==> config.mk <==
export PLATFORM = sky130hd
export DESIGN_NAME = mem_access_initiator
export DESIGN_NICKNAME = d
export VERILOG_FILES = /design/src/rtl/mem_access_initiator.sv
export SDC_FILE = /design/constraint.sdc
export NUM_CORES = 1
export LEC_CHECK = 0
export ABC_AREA = 1
export CORE_MARGIN = 4
export CORE_UTILIZATION = 39
export DETAILED_ROUTE_END_ITERATION = 6
export PLACE_DENSITY = 0.74
export SETUP_SLACK_MARGIN = 0.5
export SLEW_MARGIN = 10
export SYNTH_ARGS = -nofsm -noshare
export SYNTH_HDL_FRONTEND = slang
export SYNTH_SLANG_ARGS = --single-unit
==> constraint.sdc <==
create_clock -name clk -period 1.5 [get_ports clk]
set_input_delay 0.3 -clock clk [delete_from_list [all_inputs] [get_ports clk]]
set_output_delay 0.3 -clock clk [all_outputs]
set_load 0.02 [all_outputs]
==> src/rtl/mem_access_initiator.sv <==
`default_nettype none
// ============================================================================
// Module   : mem_access_initiator
// Purpose  : Requester-side master for a single-word memory port. Accepts one
//            load/store at a time, converts the byte address to a word index,
//            rejects misaligned / out-of-range addresses, drives the read or
//            write valid level, and returns a one-cycle response pulse.
//            A wait that sees no ack for TIMEOUT_CYCLES edges ends in error.
// Revision : 1.0 - initial release
// ----------------------------------------------------------------------------
// Ports
//   clk, reset          clock / synchronous active-high reset
//   req_valid/ready     upstream handshake (ready only while idle)
//   req_we              1 = store, 0 = load
//   req_addr/wdata      byte address / store data
//   resp_valid          one-cycle response pulse
//   resp_rdata/err      load data (0 on store or error) / error flag
//   mem_rd_*            read channel: word address, valid level, data, ack
//   mem_wr_*            write channel: word address, data, valid level, ack
// ============================================================================
module mem_access_initiator #(
  parameter int MEM_WORDS      = 64000,
  parameter int TIMEOUT_CYCLES = 16
) (
  input  logic        clk,
  input  logic        reset,
  input  logic        req_valid,
  output logic        req_ready,
  input  logic        req_we,
  input  logic [31:0] req_addr,
  input  logic [31:0] req_wdata,
  output logic        resp_valid,
  output logic [31:0] resp_rdata,
  output logic        resp_err,
  output logic [31:0] mem_rd_addr,
  output logic        mem_rd_addr_valid,
  input  logic [31:0] mem_rd_data,
  input  logic        mem_rd_ack,
  output logic [31:0] mem_wr_addr,
  output logic [31:0] mem_wr_data,
  output logic        mem_wr_data_valid,
  input  logic        mem_wr_ack
);

  localparam int              CNT_W      = $clog2(TIMEOUT_CYCLES);
  localparam logic [CNT_W-1:0] CNT_LAST  = CNT_W'(TIMEOUT_CYCLES - 1);
  localparam logic [31:0]     WORD_LIMIT = 32'(MEM_WORDS);

  typedef enum logic [1:0] {
    IDLE    = 2'd0,
    RD_WAIT = 2'd1,
    WR_WAIT = 2'd2,
    DRAIN   = 2'd3
  } state_t;

  state_t            state, next_state;
  logic [CNT_W-1:0]  cnt, next_cnt;

  logic              nxt_resp_valid;
  logic [31:0]       nxt_resp_rdata;
  logic              nxt_resp_err;
  logic [31:0]       nxt_rd_addr;
  logic              nxt_rd_valid;
  logic [31:0]       nxt_wr_addr;
  logic [31:0]       nxt_wr_data;
  logic              nxt_wr_valid;

  logic [31:0]       word_idx;
  logic              addr_bad;
  logic              accept;

  assign word_idx = {2'b00, req_addr[31:2]};
  assign addr_bad = (req_addr[1:0] != 2'b00) || (word_idx >= WORD_LIMIT);

  // Ready is withheld for the cycle an error pulse is out, so back-to-back
  // rejected requests can never produce resp_valid on consecutive cycles.
  assign req_ready = (state == IDLE) && !resp_valid;
  assign accept    = req_valid && req_ready;

  always_ff @(posedge clk) begin
    if (reset) begin
      state             <= IDLE;
      cnt               <= '0;
      resp_valid        <= 1'b0;
      resp_rdata        <= 32'd0;
      resp_err          <= 1'b0;
      mem_rd_addr       <= 32'd0;
      mem_rd_addr_valid <= 1'b0;
      mem_wr_addr       <= 32'd0;
      mem_wr_data       <= 32'd0;
      mem_wr_data_valid <= 1'b0;
    end else begin
      state             <= next_state;
      cnt               <= next_cnt;
      resp_valid        <= nxt_resp_valid;
      resp_rdata        <= nxt_resp_rdata;
      resp_err          <= nxt_resp_err;
      mem_rd_addr       <= nxt_rd_addr;
      mem_rd_addr_valid <= nxt_rd_valid;
      mem_wr_addr       <= nxt_wr_addr;
      mem_wr_data       <= nxt_wr_data;
      mem_wr_data_valid <= nxt_wr_valid;
    end
  end

  always_comb begin
    next_state     = state;
    next_cnt       = cnt;
    nxt_resp_valid = 1'b0;
    nxt_resp_err   = 1'b0;
    nxt_resp_rdata = resp_rdata;
    nxt_rd_addr    = mem_rd_addr;
    nxt_rd_valid   = mem_rd_addr_valid;
    nxt_wr_addr    = mem_wr_addr;
    nxt_wr_data    = mem_wr_data;
    nxt_wr_valid   = mem_wr_data_valid;

    case (state)
      IDLE: begin
        if (accept) begin
          if (addr_bad) begin
            nxt_resp_valid = 1'b1;
            nxt_resp_err   = 1'b1;
            nxt_resp_rdata = 32'd0;
          end else if (req_we) begin
            nxt_wr_addr  = word_idx;
            nxt_wr_data  = req_wdata;
            nxt_wr_valid = 1'b1;
            next_cnt     = '0;
            next_state   = WR_WAIT;
          end else begin
            nxt_rd_addr  = word_idx;
            nxt_rd_valid = 1'b1;
            next_cnt     = '0;
            next_state   = RD_WAIT;
          end
        end
      end

      RD_WAIT: begin
        // Ack is tested before the timeout so it wins on a shared edge.
        if (mem_rd_ack) begin
          nxt_resp_valid = 1'b1;
          nxt_resp_rdata = mem_rd_data;
          nxt_rd_valid   = 1'b0;
          next_state     = DRAIN;
        end else if (cnt == CNT_LAST) begin
          nxt_resp_valid = 1'b1;
          nxt_resp_err   = 1'b1;
          nxt_resp_rdata = 32'd0;
          nxt_rd_valid   = 1'b0;
          next_state     = DRAIN;
        end else begin
          next_cnt = cnt + 1'b1;
        end
      end

      WR_WAIT: begin
        if (mem_wr_ack) begin
          nxt_resp_valid = 1'b1;
          nxt_resp_rdata = 32'd0;
          nxt_wr_valid   = 1'b0;
          next_state     = DRAIN;
        end else if (cnt == CNT_LAST) begin
          nxt_resp_valid = 1'b1;
          nxt_resp_err   = 1'b1;
          nxt_resp_rdata = 32'd0;
          nxt_wr_valid   = 1'b0;
          next_state     = DRAIN;
        end else begin
          next_cnt = cnt + 1'b1;
        end
      end

      DRAIN: begin
        // Wait for both level acks to fall so a stale ack cannot complete
        // the next request.
        if (!mem_rd_ack && !mem_wr_ack) begin
          next_state = IDLE;
        end
      end

      default: next_state = IDLE;
    endcase
  end

endmodule
`default_nettype wire

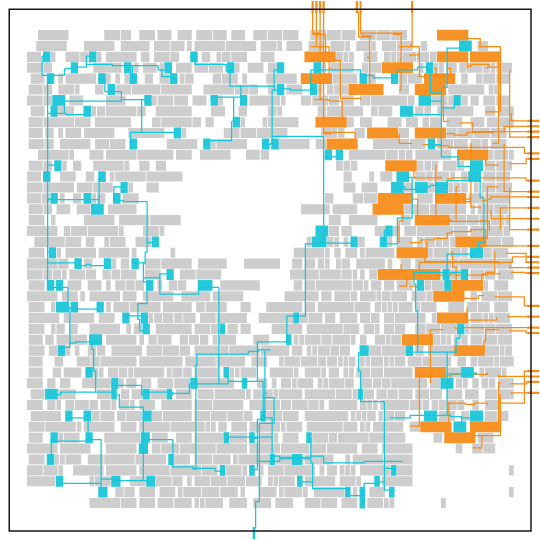
**Above:** wires at chosen ports, followed through buffers.
Scale: 4 px per um.
[resp_rdata] orange | bits: 32 | direction: output | end cells: 32 | wire: 987 um
[reset] cyan | bits: 1 | direction: input | end cells: 132 | wire: 1380 um
number of buffers inserted by port buffering: 230
# IOs: 235

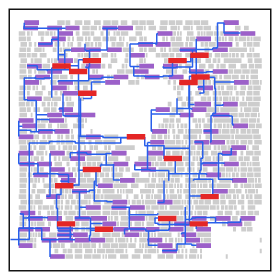
**Above:** routed clock nets over the placement.
Scale: 2 px per um.
[cells driving clock nets] red | count: 17
[clock wires] blue | length: 1780 um
[flip-flops] purple | count: 134
routed clock nets: 18
Clk. pwr: 4.22 mW
part of the total power dissipated in the clock network: 33.5%

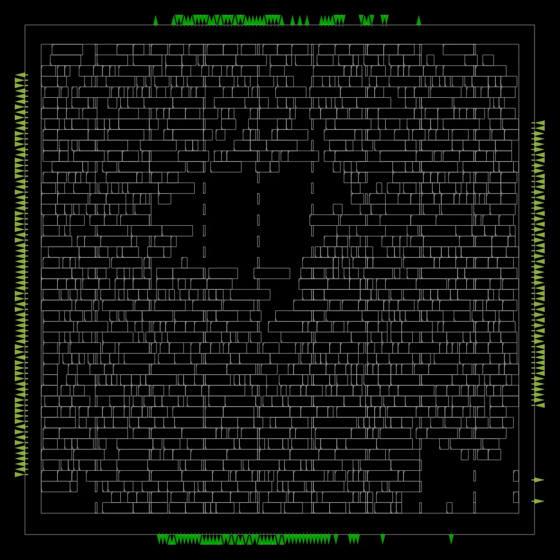
**Above:** placed standard cells.
utilization after layout: 74.83%
flip-flops: 134

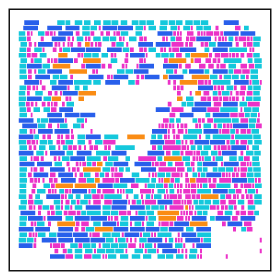
**Above:** cell classes on the final placement.
Scale: 2 px per um.
[clock drivers and dummy loads] orange | cells: 32
[flip-flops] blue | cells: 134
[all other logic] magenta | cells: 574
[other buffers and delay cells] cyan | cells: 352
cell row count: 44
CORE AREA: 14590 um2

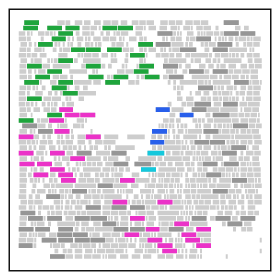
**Above:** register map, names as in the netlist.
Scale: 2 px per um. Other sequential cells in the stronger grey, the rest of the logic in the fainter grey.
[mem_wr_data] green | flops: 32
[state] cyan | flops: 2
[cnt] blue | flops: 4 | where: middle
[mem_wr_addr] magenta | flops: 30
sequential cell area share: 26.12%
register cell area after layout: 2851 um2
Power Sequential: 3.69 mW

==> run notes <==
The checks that failed: setup timing. The routed design could run at a clock period as short as 1.839 ns. Class of the worst hold path: primary input to flop. The routed design shows a wire length per standard cell of 18.19 um. Per the gpl log, the routability congestion estimate is 0.8568. The number of synthesized flops with an enable pin works out to 0. Summing the sequential cell areas from Yosys gives 46.18% of the chip area. The registers reported with the highest flop counts are mem_wr_data x32, resp_rdata x32.

After clock tree synthesis, the clock-pin slew on the worst setup and hold paths is 0.06 ns. For the count of different cell masters after synthesis, the log shows 31. For flop-to-flop paths, the worst setup slack is -0.34 ns.

The share of the clock period used by the worst path after layout is 122.6%. The dominant cell type by area after synthesis was dfxtp_1. Maximum clock frequency: 0.5439 GHz. Die width: 130.0 um. After synthesis, the chip area reported by Yosys is 5809 um2. Critical path class: flop to flop. Including well taps, the total number of placed cells is 1181. For this run, the detailed router's first-pass iteration total came to 5. STA puts the critical path data arrival time at 2.18 ns.

The tools report the setup slack after placement as -0.4861 ns. The switching power share of the total came out at 34.06%. With the worst-case vdd ir drop at 0.7467 mV, the routed wire length is 23210 um. For the chip footprint, the log shows 16910 um2. Buffers inserted to repair hold after CTS numbered 0. The logs give -0.3386 ns for the worst-case setup margin in the final layout and 778 for the count of instantiated cells in the yosys netlist. The global-route wire length before repair came out at 30610 um. The final timing report counts setup violations totalling 129.

After synthesis, the mean cell area works out to 7.467 um2. The detailed router's first-iteration violation count was 377; the met3 demand-to-capacity share in global routing was 7.655%. With the required time of the worst setup path at 1.84 ns, the final clock skew is 0.006817 ns. The worst setup path is launched from a flop. The tools report the relative contribution of combinational cells to total power as 37.2%. The final timing report lists a hold violation count of 0.

Detailed routing placed a total of 2031 um of wire on met3. The total net switching power is 4.287 mW. The dominant register cell was dfxtp_1. Per report_power, the top consumer among the power groups is combinational cells. Measured along the y axis, the die boundary spans 130.0 um.

TritonCTS built the clock tree. The number of setup buffers added after CTS was 32. Cells with a size suffix above 1 make up 50.92% of the layout. Warnings reported by Yosys during synthesis add up to 0. The run gives 2 for the number of buffers on the longest clock path. The endpoint identified for the worst register-to-register timing path is resp_rdata[18]$_SDFFE_PP0P_.

With the post-route antenna net violation count at 0, the sum of routed wire segments on met1 is 8769 um. The worst hold path stage count works out to 2. In this run the static leakage power is 4.288 nW.

Gate count after technology mapping: 778. The number of global-route vias before repair is 6298. The number of OpenROAD warnings is 33. For the worst min-delay path, the startpoint reported by OpenROAD is reset. In this run the worst setup path begins at state[1]$_SDFFE_PP0P_. The count of buffering cells on the critical path with inverters included works out to 3. For the overall fraction of global-route tracks in use, the log shows 22.29%. The most used routing layer was met2. For reference, the final report shows the max-slew violation count at 0. Per the GRT congestion report, total overflow comes to 0. The run finished, with violations left.
-- cell families (layout without fill, tap and decap cells) --
kind of cell / count (synthesis) / in the layout / share of synthesized area (%)
other cells: 1 / 4 / 0.06455
compound gates: 140 / 140 / 12.36
flops: 134 / 134 / 46.18
fa+ha+maj: 6 / 6 / 1.292
simple gates: 402 / 402 / 31.42
xor+xnor: 2 / 2 / 0.3016
buf+inv: 93 / 404 / 8.378
-- worst register-to-register path: cells and delay by family, from the launching register on --
family	cells	cell delay (ns)
fa+ha+maj	1	0.16
flops	1	0.34
simple gates	2	0.22
compound gates	3	0.66
buf+inv	3	0.38
-- Yosys cell counts (all sizes together), types with 2 or more instances --
cell type,number
a21oi,133
buf,47
clkbuf,26
clkinv,2
dfxtp,134
ha,6
inv,18
nand2,196
nand3,75
nand4,69
nor2,59
o21ai,3
-- area by class of cell --
type	count	area, um2
Timing Repair Buffer	352	3814
Multi-Input combinational cell	554	3334
Inverter	20	88.84
Fill cell	970	3672
Tap cell	184	230.2
Sequential cell	134	2851
Clock inverter	13	145.1
Clock buffer	19	452.9
-- placed cells by master, fill, tap and decap left out, drive strengths merged --
cell | synthesis | final
xor2 | 1 | 1
nand3b | 1 | 1
or2 | 1 | 1
clkbuf | 26 | 28
nor2 | 59 | 59
o21a | 1 | 1
o221ai | 1 | 1
a31oi | 1 | 1
xnor2 | 1 | 1
nand3 | 75 | 75
conb | 1 | 4
ha | 6 | 6
nand2 | 196 | 196
o211ai | 1 | 1
buf | 47 | 244
clkdlybuf4s50 | 0 | 81
dlymetal6s2s | 0 | 18
clkinvlp | 0 | 3
bufinv | 0 | 2
dfxtp | 134 | 134
nand4 | 69 | 69
nor3 | 1 | 1
a21oi | 133 | 133
inv | 18 | 22
clkinv | 2 | 6
o21ai | 3 | 3
Power figures rest on the tool's default switching activity, not on a simulated workload.
